<file path="config.mk">
export PLATFORM = sky130hd
export DESIGN_NAME = dm_arbiter
export DESIGN_NICKNAME = d
export VERILOG_FILES = /design/src/rtl/dm_arbiter.sv
export SDC_FILE = /design/constraint.sdc
export NUM_CORES = 1
export LEC_CHECK = 0
export ABC_AREA = 1
export CAP_MARGIN = 20
export CORE_UTILIZATION = 42
export DETAILED_ROUTE_END_ITERATION = 7
export PLACE_DENSITY = 0.81
export REMOVE_ABC_BUFFERS = 1
export SYNTH_ARGS = -nofsm -noshare
export SYNTH_HDL_FRONTEND = slang
export SYNTH_SLANG_ARGS = --single-unit
</file>
<file path="constraint.sdc">
create_clock -name clk -period 1.4 [get_ports clk]
set_input_delay 0.21 -clock clk [delete_from_list [all_inputs] [get_ports clk]]
set_output_delay 0.21 -clock clk [all_outputs]
set_load 0.02 [all_outputs]
</file>
<file path="src/rtl/dm_arbiter.sv">
// Two-port arbiter/sequencer for the single-port data memory (core vs host loader).
// Optional host burst priority is enabled by defining DM_ARB_HOST_BURST_EN.
module dm_arbiter #(
  parameter int unsigned ADDR_W    = 16,
  parameter int unsigned DATA_W    = 8,
  parameter int unsigned MEM_LAT   = 1,
  parameter int unsigned BURST_MAX = 4
) (
  input  logic              clk,
  input  logic              rst,
  input  logic              c_req,
  input  logic              h_req,
  input  logic              c_we,
  input  logic              h_we,
  input  logic [ADDR_W-1:0] c_addr,
  input  logic [ADDR_W-1:0] h_addr,
  input  logic [DATA_W-1:0] c_wdata,
  input  logic [DATA_W-1:0] h_wdata,
  output logic              c_gnt,
  output logic              h_gnt,
  output logic              c_done,
  output logic              h_done,
  output logic [DATA_W-1:0] c_rdata,
  output logic [DATA_W-1:0] h_rdata,
  output logic              mem_en,
  output logic              mem_we,
  output logic [ADDR_W-1:0] mem_addr,
  output logic [DATA_W-1:0] mem_wdata,
  input  logic [DATA_W-1:0] mem_rdata,
  output logic              busy
);

  localparam int unsigned CNT_W = 4;
  localparam logic [1:0] S_IDLE  = 2'd0;
  localparam logic [1:0] S_ISSUE = 2'd1;
  localparam logic [1:0] S_WAIT  = 2'd2;
  localparam logic [1:0] S_CAPT  = 2'd3;
  localparam logic PORT_C = 1'b0;
  localparam logic PORT_H = 1'b1;
  // Illegal parameter sets leave the arbiter inert rather than misbehaving.
  localparam bit CFG_OK = (MEM_LAT >= 1) && (MEM_LAT <= 15) && (BURST_MAX >= 1);

  logic [1:0]        state_q, state_d;
  logic              win_q, win_d;
  logic              last_q, last_d;
  logic [CNT_W-1:0]  cnt_q, cnt_d;
  logic              we_q, we_d;
  logic [ADDR_W-1:0] addr_q, addr_d;
  logic [DATA_W-1:0] wdata_q, wdata_d;
  logic              c_gnt_q, c_gnt_d, h_gnt_q, h_gnt_d;
  logic              c_done_q, c_done_d, h_done_q, h_done_d;
  logic [DATA_W-1:0] c_rdata_q, c_rdata_d, h_rdata_q, h_rdata_d;
  logic              mem_en_q, mem_en_d, mem_we_q, mem_we_d;
  logic              busy_q, busy_d;

  logic req_any;
  logic grant;
  logic host_wins;
  logic burst_ok;

  assign req_any   = CFG_OK && (c_req || h_req);
  assign grant     = (state_q == S_IDLE) && req_any;
  assign host_wins = h_req && (!c_req || (last_q == PORT_C) || burst_ok);

`ifdef DM_ARB_HOST_BURST_EN
  localparam int unsigned BURST_W = $clog2(BURST_MAX + 1);
  logic [BURST_W-1:0] burst_q, burst_d;

  assign burst_ok = (last_q == PORT_H) && (burst_q < BURST_W'(BURST_MAX));

  // Count consecutive host grants; any core grant restarts the run.
  always_comb begin
    burst_d = burst_q;
    if (grant) begin
      if (!host_wins) begin
        burst_d = '0;
      end else if (burst_q < BURST_W'(BURST_MAX)) begin
        burst_d = burst_q + BURST_W'(1);
      end
    end
  end

  always_ff @(posedge clk or negedge rst) begin
    if (!rst) begin
      burst_q <= '0;
    end else begin
      burst_q <= burst_d;
    end
  end
`else
  assign burst_ok = 1'b0;
`endif

  always_comb begin
    state_d   = state_q;
    win_d     = win_q;
    last_d    = last_q;
    cnt_d     = cnt_q;
    we_d      = we_q;
    addr_d    = addr_q;
    wdata_d   = wdata_q;
    c_gnt_d   = 1'b0;
    h_gnt_d   = 1'b0;
    c_done_d  = 1'b0;
    h_done_d  = 1'b0;
    c_rdata_d = c_rdata_q;
    h_rdata_d = h_rdata_q;
    mem_en_d  = 1'b0;
    mem_we_d  = 1'b0;
    case (state_q)
      S_IDLE: begin
        if (req_any) begin
          win_d    = host_wins;
          last_d   = host_wins;
          we_d     = host_wins ? h_we    : c_we;
          addr_d   = host_wins ? h_addr  : c_addr;
          wdata_d  = host_wins ? h_wdata : c_wdata;
          mem_en_d = 1'b1;
          mem_we_d = host_wins ? h_we : c_we;
          c_gnt_d  = !host_wins;
          h_gnt_d  = host_wins;
          state_d  = S_ISSUE;
        end
      end
      S_ISSUE: begin
        cnt_d   = CNT_W'(MEM_LAT - 1);
        state_d = (MEM_LAT == 1) ? S_CAPT : S_WAIT;
      end
      S_WAIT: begin
        cnt_d = cnt_q - CNT_W'(1);
        if (cnt_q <= CNT_W'(1)) begin
          state_d = S_CAPT;
        end
      end
      S_CAPT: begin
        if (win_q == PORT_H) begin
          h_done_d = 1'b1;
          if (!we_q) h_rdata_d = mem_rdata;
        end else begin
          c_done_d = 1'b1;
          if (!we_q) c_rdata_d = mem_rdata;
        end
        state_d = S_IDLE;
      end
      default: state_d = S_IDLE;
    endcase
    busy_d = (state_d != S_IDLE);
  end

  always_ff @(posedge clk or negedge rst) begin
    if (!rst) begin
      state_q   <= S_IDLE;
      win_q     <= PORT_C;
      last_q    <= PORT_H;
      cnt_q     <= '0;
      we_q      <= 1'b0;
      addr_q    <= '0;
      wdata_q   <= '0;
      c_gnt_q   <= 1'b0;
      h_gnt_q   <= 1'b0;
      c_done_q  <= 1'b0;
      h_done_q  <= 1'b0;
      c_rdata_q <= '0;
      h_rdata_q <= '0;
      mem_en_q  <= 1'b0;
      mem_we_q  <= 1'b0;
      busy_q    <= 1'b0;
    end else begin
      state_q   <= state_d;
      win_q     <= win_d;
      last_q    <= last_d;
      cnt_q     <= cnt_d;
      we_q      <= we_d;
      addr_q    <= addr_d;
      wdata_q   <= wdata_d;
      c_gnt_q   <= c_gnt_d;
      h_gnt_q   <= h_gnt_d;
      c_done_q  <= c_done_d;
      h_done_q  <= h_done_d;
      c_rdata_q <= c_rdata_d;
      h_rdata_q <= h_rdata_d;
      mem_en_q  <= mem_en_d;
      mem_we_q  <= mem_we_d;
      busy_q    <= busy_d;
    end
  end

  assign c_gnt     = c_gnt_q;
  assign h_gnt     = h_gnt_q;
  assign c_done    = c_done_q;
  assign h_done    = h_done_q;
  assign c_rdata   = c_rdata_q;
  assign h_rdata   = h_rdata_q;
  assign mem_en    = mem_en_q;
  assign mem_we    = mem_we_q;
  assign mem_addr  = addr_q;
  assign mem_wdata = wdata_q;
  assign busy      = busy_q;

endmodule

</file>
Figure 1. Met3 routing (run 1).
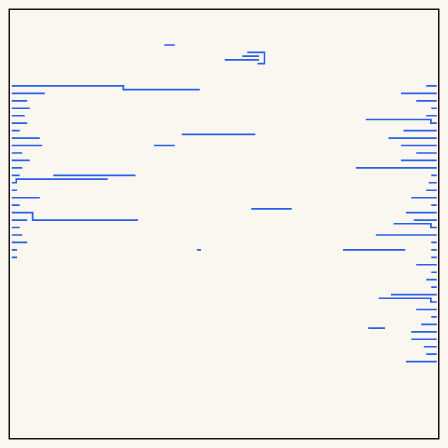
longest straight run: 20.2 µm
wire length on this layer: 356 µm
main direction: horizontal
nets with wire on the layer: 70
drt total wl: 5740 µm
grt met3 use: 5.23%

Figure 2. Pin placement (run 1).
Pins as bars across the die edge, other pins in gray.
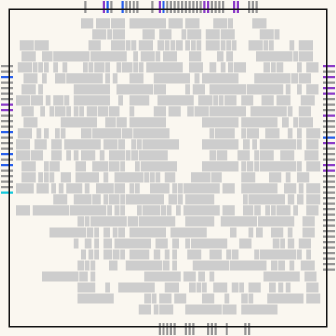
[`mem_addr`] purple | pins: 16 | direction: output | edge: 8 right, 6 top, 2 left
[`c_req`] cyan | pins: 1 | direction: input | edge: left
[`h_wdata`] blue | pins: 8 | direction: input | edge: 4 left, 3 top, 1 right
all pins by edge: 38 right, 33 top, 24 left, 14 bottom
IO Port Bufs: 108
Die Height: 78.1 µm

Figure 3. Track usage over the die (run 1).
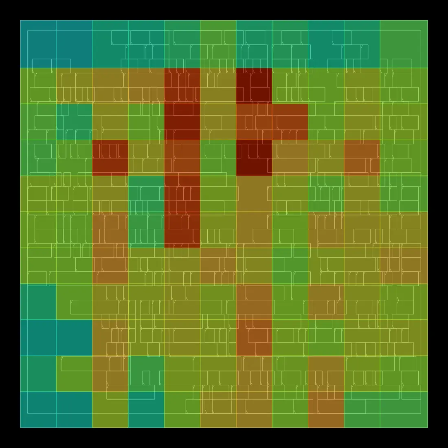
GRT met1 Usage: 24.3%
met2 Track Usage GR: 33.6%

==> results.yml, run 1 <==
# flow metrics
power_and_ir_drop:
  p_leak_nw: 1.95
  p_sw_share_pct: 41.8
  p_int_w: 0.00441
  powerDensity_mw_per_mm2: 2000
  pg_comb_w: 0.00397
  pg_clk_w: 0.000841
  report.power.total_w: 0.00758
  clkPwrFrac_pct: 11.1
die:
  die-area_mm2: 0.00610
  fp-row-count: 27
  dieWidth_um: 78.1
  coreArea_mm2: 0.00554
  taps: 72
layout:
  layout_top_cell: "nand2_1"
  seq_share_pct: 37.0
  drive_gt1_share_pct: 10.3
  stdcell_count: 472
  largest_reg_flops: 16
  n_fill_cell: 473
  n_all_buffers: 127
  inverters: 34
  regArea_mm2: 0.00140
  nonClkBufAreaFrac_pct: 32.4
  clock_buffers: 6
  flops: 56
  sh_comb_area_pct: 22.4
  comb_area_um2: 850
  final_core_util_pct: 68.4
  final_cell_mix: "105 x nand2_1, 59 x clkdlybuf4s50_1, 55 x dfrtp_1"
yosys:
  aoi_share_pct: 8.59
  ys_types: 24
  yosys.area_share.adder_pct: 2.57
  yosysTopAreaCell: "dfrtp_1"
  syn_area_mm2: 0.00243
  top_cells_by_count: "105 x nand2_1, 55 x dfrtp_1, 31 x inv_1"
  synth_stat.cells: 274
  xor_area_share_pct: 0
  syn_inst: 274
  yosys_warnings: 0
  simple_gate_share_pct: 23.1
  yosysTopAreaCellShare_pct: 56.6
  post_synth.cell_area_avg_um2: 8.88
  ys_sh_mux_pct: 0
clock_tree:
  cts_buffers: 5
  cts_hold_buf: 1
  root_buffer: "clkbuf_8"
  cts.clk_slew.worst_paths_ps: 100
  cts_resized: 47
  cts_tree: "done"
  clockBufferDepth: 2
setup_path:
  worstReg2RegStart: "state_q[1]$_DFF_PN0_"
  worst_setup_path_end_kind: "register"
  cp_num_cells: 6
  crit_family: "flip-flops"
  cp_cell_sequence: "inv_2 -> ha_4 -> o21ai_4 -> buf_4 -> nand2_1 -> nand3_1"
  endpoint: "mem_addr[1]$_DFFE_PN0P_"
  rr_worst_depth: 6
  critPathBufInv: 2
  cp_slowest_cell: "dfrtp_1"
  startpoint_type: "register"
routing:
  drt-initial-drc-count: 118
  viasPerCell: 4.63
  wire_per_inst_um: 12.2
  firstDrtPassIters: 4
  vias: 2183
  wl_met2_um: 2830
global_route:
  grt_max_degree: 23
  grt_usage_pct: 19.9
  grt-ovfl-total: 0
  busiest_layer: "met2"
  grt_pass1_wl_um: 9430
timing:
  worstMarginPinSlew_ps: 388
  clock_skew_ps: 13.7
  slew_headroom_pct: 74.0
  hold_slack_ps: 233
  rsz0062_at_grt: "yes"
  fin_crit_sh_pct: 97.1
  worst_slack_ps: 41.2
  max_freq_mhz: 736
  setup_violations: 0
outcome:
  status: "finished clean"
run:
  drv_cap: 0
  tool_warnings: 30
placement:
  place_hpwl_um: 4340
  pre_cts_ws_ps: -239
  dp.cells: 458
hold_path:
  hold_class: "input port to async pin"
Figure 4. Sequential cells grouped by signal name (run 1).
Other sequential cells in the stronger gray, the rest of the logic in the fainter gray.
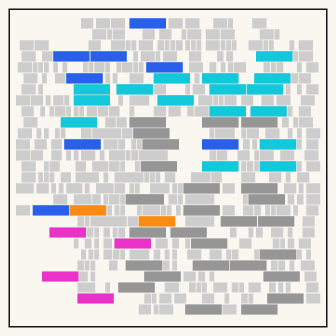

## Run 2: what changed since run 1
- PLACE_DENSITY: 0.81 -> 0.77
Figure 5. Sequential cells grouped by signal name (run 2).
Other sequential cells in the stronger gray, the rest of the logic in the fainter gray.
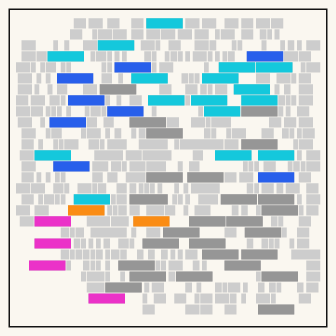
[`mem_wdata`] blue | placed flops: 8
[`mem_addr`] cyan | placed flops: 16
[`cnt_q`] magenta | placed flops: 4 | where: bottom left
[`state_q`] orange | placed flops: 2

==> run 2 against run 1 <==
Compared with the run above:
- sequential power is essentially flat
- first-iteration DRC count shrank 25%
- non-clock buffer count shrank 1
- critical endpoint is now busy$_DFF_PN0_
- largest power group unchanged
==> results.yml, run 2 <==
# flow metrics
setup_path:
  cp_cell_sequence: "inv_2 -> buf_4 -> ha_1 -> or2_2 -> nand2_2 -> nand3_1"
  endpoint: "busy$_DFF_PN0_"
  cp_num_cells: 6
  rr_worst_depth: 6
  worst_setup_path_end_kind: "register"
  startpoint_type: "register"
  worstReg2RegStart: "state_q[0]$_DFF_PN0_"
  critPathBufInv: 2
die:
  taps: 72
  dieWidth_um: 78.1
  coreArea_mm2: 0.00554
  die_h_um: 78.1
  fp-row-count: 27
layout:
  comb_area_um2: 850
  clock_buffers: 6
  layout_top_cell: "nand2_1"
  regArea_mm2: 0.00140
  seq_share_pct: 36.9
  drive_gt1_share_pct: 10.0
  flops: 56
  nonClkBufAreaFrac_pct: 32.1
  final_cell_mix: "104 x nand2_1, 60 x clkdlybuf4s50_1, 55 x dfrtp_1"
  stdcell_count: 471
  n_all_buffers: 126
  inverters: 34
placement:
  place_hpwl_um: 4050
  dp.cells: 460
  portBuffers: 108
yosys:
  yosysTopAreaCell: "dfrtp_1"
  yosys_warnings: 0
  synth_stat.cells: 274
  yosys.area_share.adder_pct: 2.57
  simple_gate_share_pct: 23.1
  yosysTopAreaCellShare_pct: 56.6
  aoi_share_pct: 8.59
  syn_area_mm2: 0.00243
  syn_inst: 274
  ys_sh_mux_pct: 0
  post_synth.cell_area_avg_um2: 8.88
  xor_area_share_pct: 0
clock_tree:
  root_buffer: "clkbuf_8"
  cts_buffers: 5
  cts_resized: 48
  cts_hold_buf: 1
  clockBufferDepth: 2
  cts_tree: "done"
  cts.clk_slew.worst_paths_ps: 90
timing:
  slew_headroom_pct: 80.8
  setup_violations: 0
  worstMarginPinSlew_ps: 287
  worst_slack_ps: 59.4
  fin_crit_sh_pct: 95.8
  hold_slack_ps: 447
global_route:
  grt_max_degree: 57
  grt-ovfl-total: 0
  grt_util_met3_pct: 4.30
  grt_pass1_wl_um: 9150
power_and_ir_drop:
  p_int_w: 0.00460
  powerDensity_mw_per_mm2: 2030
  report.power.total_w: 0.00772
  clkPwrFrac_pct: 13.1
  p_leak_nw: 1.95
routing:
  drt-initial-drc-count: 89
  wire_per_inst_um: 11.7
  viasPerCell: 4.64
  wl_met2_um: 2660
  firstDrtPassIters: 4
outcome:
  status: "finished clean"
run:
  tool_warnings: 28
  drv_cap: 0
hold_path:
  hold_class: "input port to async pin"
Figure 6. Pin placement (run 2).
Pins as bars across the die edge, other pins in gray.
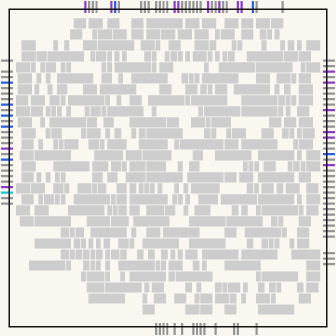

## Run 3: what changed since run 2
- CORE_UTILIZATION: 42 -> 38
- PLACE_DENSITY: 0.77 -> 0.73
- TNS_END_PERCENT: not set -> 1
- clock period: 1.4 -> 1.1 ns (I/O delays scaled with it)
Figure 7. Pin placement (run 3).
Pins as bars across the die edge, other pins in gray.
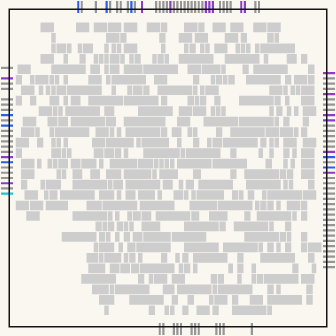
Die Height: 82.0 µm
Die X-Extent: 82.0 µm

==> run 3 against run 2 <==
Compared with the run above:
- first-iteration DRC count up 9.0%
- wire length rose by 11%
- critical endpoint is now mem_wdata[6]$_DFFE_PN0P_
- register-to-register slack worse by 320 ps
- clock power rose by 34%
- sequential share of layout area about the same
- the run now ends with negative setup slack left
- global-route usage grew 0.081 points
- non-clock buffer count up 12
- sequential power up 28%
==> results.yml, run 3 <==
# flow metrics
outcome:
  status: "finished, violations left"
  violations: "negative setup slack"
power_and_ir_drop:
  clkPwrFrac_pct: 13.0
  report.power.total_w: 0.0103
  p_int_w: 0.00602
  powerDensity_mw_per_mm2: 2710
  combPwrFrac_pct: 52.7
  p_leak_nw: 1.95
  power.switching_w: 0.00430
  seq_power_share_pct: 34.3
  pg_clk_w: 0.00135
hold_path:
  hold_class: "input port to async pin"
yosys:
  aoi_share_pct: 8.59
  yosys_warnings: 0
  ff_type: "dfrtp_1"
  synth-edff-count: 0
  xor_area_share_pct: 0
  synthMostInstantiatedCell: "nand2_1"
  post_synth.cell_area_avg_um2: 8.88
  yosysTopAreaCellShare_pct: 56.6
  yosys.area_share.adder_pct: 2.57
  simple_gate_share_pct: 23.1
  synth_stat.cells: 274
  yosysTopAreaCell: "dfrtp_1"
  ys_types: 24
  ys_sh_mux_pct: 0
  ys_seq_share_pct: 57.6
  syn_area_mm2: 0.00243
  syn_inst: 274
clock_tree:
  cts_resized: 198
  cts_tree: "done"
  clock.latency.late_pin_ps: 310
  cts.sinks: 56
  clockBufferDepth: 2
  cts_buffers: 5
  cts_hold_buf: 1
  root_buffer: "clkbuf_8"
  cts.clk_slew.worst_paths_ps: 100
routing:
  ant_nets: 0
  wirelength_met1_um: 2630
  drt-initial-drc-count: 97
  top_layer_used: "met4"
  wl_met2_um: 2920
  viasPerCell: 4.63
  dr_wl_met3_um: 475
  firstDrtPassIters: 4
  vias: 2251
  wire_per_inst_um: 12.6
timing:
  hold_slack_ps: 284
  slew_headroom_pct: 76.2
  fin_crit_sh_pct: 124
  worst_slack_ps: -262
  rsz0062_at_grt: "yes"
  setup_violations: 50
  clock_skew_ps: 5.59
  worstMarginPinSlew_ps: 357
setup_path:
  startpoint_type: "register"
  ff2ff_setup_slack_ps: -260
  cp_cell_sequence: "inv_2 -> ha_4 -> o21ai_4 -> buf_6 -> nor2_4 -> buf_12 -> nand2_1 -> nand3_1"
  cp_num_cells: 8
  rr_worst_depth: 8
  critPathMaxStageDelay_ps: 420
  worstReg2RegStart: "state_q[1]$_DFF_PN0_"
  cp_max_fo: 15
  endpoint: "mem_wdata[6]$_DFFE_PN0P_"
  cp_slowest_cell: "dfrtp_1"
  cp.required_ps: 1350
  crit_start: "state_q[1]$_DFF_PN0_"
  worst_setup_path_end_kind: "register"
  critPathBufInv: 3
global_route:
  grt_pass1_wl_um: 9400
  grt_max_degree: 22
  grt_util_met2_pct: 31.7
  grt_util_met3_pct: 5.33
  grt-ovfl-total: 0
layout:
  sh_comb_area_pct: 23.4
  n_all_buffers: 138
  num_antenna_cells: 0
  flops: 56
  inverters: 34
  regArea_mm2: 0.00140
  final_core_util_pct: 62.7
  final_cell_mix: "102 x nand2_1, 60 x clkdlybuf4s50_1, 55 x dfrtp_1"
  nonClkBufAreaFrac_pct: 30.8
  layout_top_cell: "nand2_1"
  logic_gates: 175
  n_fill_cell: 528
  drive_gt1_share_pct: 26.3
  seq_share_pct: 36.9
  stdcell_area_mm2: 0.00380
  stdcell_count: 486
  clock_buffers: 5
  comb_area_um2: 888
placement:
  portBuffers: 108
  place_hpwl_um: 4440
  dp.cells: 471
  pre_cts_ws_ps: -485
  dpl_cell_area_mm2: 0.00380
run:
  drv_cap: 0
  tool_warnings: 30
die:
  taps: 75
  fp-row-count: 28
  coreArea_mm2: 0.00606
  die-area_mm2: 0.00673
Power figures rest on the tool's default switching activity, not on a simulated workload.
